==> config.mk <==
export PLATFORM = sky130hd
export DESIGN_NAME = pipeline_debug_ctrl
export DESIGN_NICKNAME = d
export VERILOG_FILES = /design/src/rtl/pipeline_debug_pkg.sv /design/src/rtl/debug_word_packer.sv /design/src/rtl/pipeline_debug_ctrl.sv
export SDC_FILE = /design/constraint.sdc
export NUM_CORES = 1
export LEC_CHECK = 0
export CORE_ASPECT_RATIO = 2
export CORE_MARGIN = 3
export CORE_UTILIZATION = 47
export CTS_BUF_LIST = sky130_fd_sc_hd__clkbuf_16
export DETAILED_ROUTE_END_ITERATION = 10
export PLACE_DENSITY = 0.74
export SETUP_SLACK_MARGIN = 0.15
export SYNTH_ARGS = -nofsm -noshare
export SYNTH_HDL_FRONTEND = slang
export SYNTH_SLANG_ARGS = --single-unit
export TNS_END_PERCENT = 50
==> constraint.sdc <==
create_clock -name i_clk -period 3.1 [get_ports i_clk]
set_input_delay 0.62 -clock i_clk [delete_from_list [all_inputs] [get_ports i_clk]]
set_output_delay 0.62 -clock i_clk [all_outputs]
set_load 0.02 [all_outputs]
logic_types.png
Scale: 2 px per um.
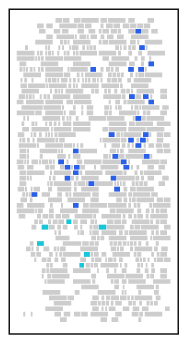
legend:
  cyan:
    family: non-inverting ao/oa cells
    cells: 6
    most_used: o21a_1
  blue:
    family: xor and xnor cells
    cells: 30
    most_used: xor2_1
most numerous logic cell after layout: dfrtp_1
combinational fraction of the cell area: 35.7%

congestion.png
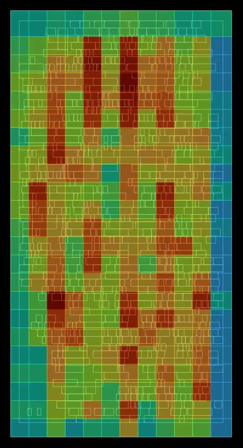
met3 Track Usage GR: 4.54%
M2 GR Usage: 40.0%

detail.png
Window x 50 to 75, y 109 to 134 um. Cells in grey, sequential cells in the stronger grey; small squares are vias.
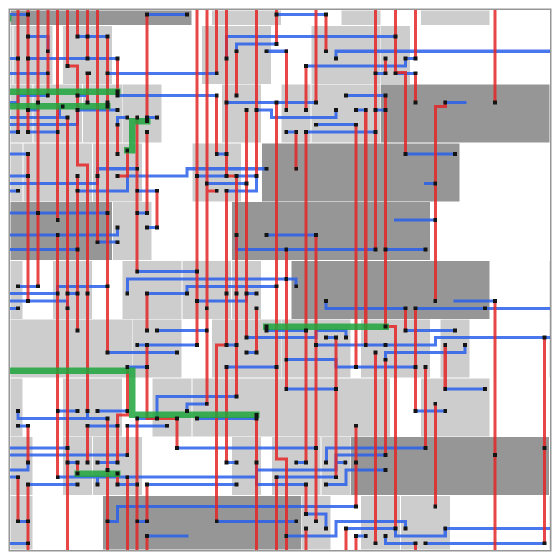
legend:
  red:
    layer: metal 2
  green:
    layer: metal 3
  blue:
    layer: metal 1
sequential cells in the window: 7
cells with their middle in the window: 46
most frequent: nor2_1 (7), dfrtp_1 (7), nand3_1 (5)

layer_met1.png
Scale: 2 px per um.
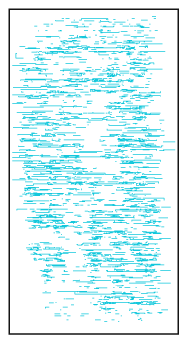
share of all routed wire: 37%
main direction: horizontal
longest straight run: 22.5 um
wire length on this layer: 5390 um
nets with wire on the layer: 638
drt total wl: 14700 um
vias post-DR: 5075
met1 GRT Util: 24.5%

flops_by_reg.png
Scale: 4 px per um.
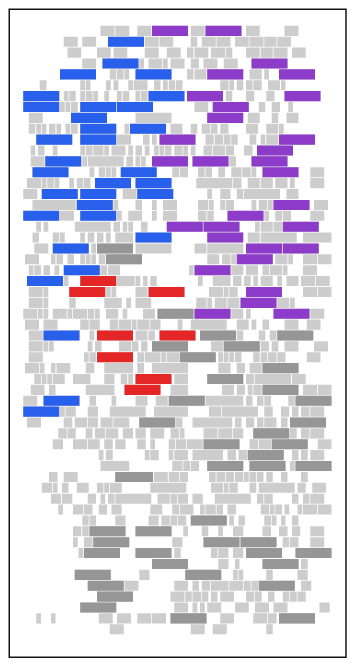
legend:
  red:
    name_in_the_netlist: `words_left`
    placed_flops: 8
  purple:
    name_in_the_netlist: `o_instruction_mem_addr`
    placed_flops: 30
  blue:
    name_in_the_netlist: `u_packer.word`
    placed_flops: 32
not coloured: 43
sequential cell area share: 37.6%
register area: 2830 um2
Util after Layout: 63.9%
sequential logic power: 2.64 mW

==> reports/metrics.csv <==
stage,metric,value,unit
cells_and_area,nonClockBufferCount,122,
final_timing,report.final.slew_viol_count,0,
cells_and_area,fin_area,7520,um2
drt,drt_iter0_drc,233,
cells_and_area,inverters_excl_clock,8,
synthesis,synthCells,607,
synthesis,synthAoiAreaFrac,14.4,%
die,die_area,13500,um2
power,p_leak,3.07,nW
global_routing,grt_max_degree,55,
drt,wl_met3,641,um
power,powerDensity,997,nW/um2
final_timing,holdWs,0.257,ns
power,power_top_consumer,combinational cells,
clock_tree,h-tree-depth,4,
power,switching_share,40.6,%
power,power,7.49,mW
flow_run,drv_cap,0,
place,placed_cell_area,6950,um2
die,die_y,162,um
synthesis,ys_chip_area,5690,um2
worst_setup_path,criticalPathCategory,in2reg,
cells_and_area,clk_share,7.62,%
final_timing,slew_headroom,49.7,%
synthesis,avgSynthCellArea,9.37,um2
worst_setup_path,cp.buffers_inverters,1,
cells_and_area,largest_class,flip-flops and latches,
worst_setup_path,rrSetupSlack,0.84,ns
outcome,status,finished clean,
place,gp_congestion,0.855,
clock_tree,cts.repair.resized,0,
final_timing,setup_ws,0.710,ns
cells_and_area,num_antenna_cells,0,
final_timing,max_freq,418,MHz
power,clkPwrFrac,25.0,%
synthesis,yosys_most_used_dff,dfrtp_1,
drt,ant_nets,0,
synthesis,synth_cell_type_count,66,
global_routing,grt_antenna_before_repair,0,
drt,drt-pass1-iter-count,5,
flow_run,warnings,27,
worst_setup_path,reg2reg_depth,6,
cells_and_area,fin_nets,738,
global_routing,grt.total_usage,22.4,%
drt,wl_met1,5390,um
power,clock_net_power,1.88,mW
die,io_pins,115,
cells_and_area,area_delta_synth_final,32.1,%
place,pre_cts_slack,0.292,ns
No activity file was given, so power comes from the tool's default toggle rates.
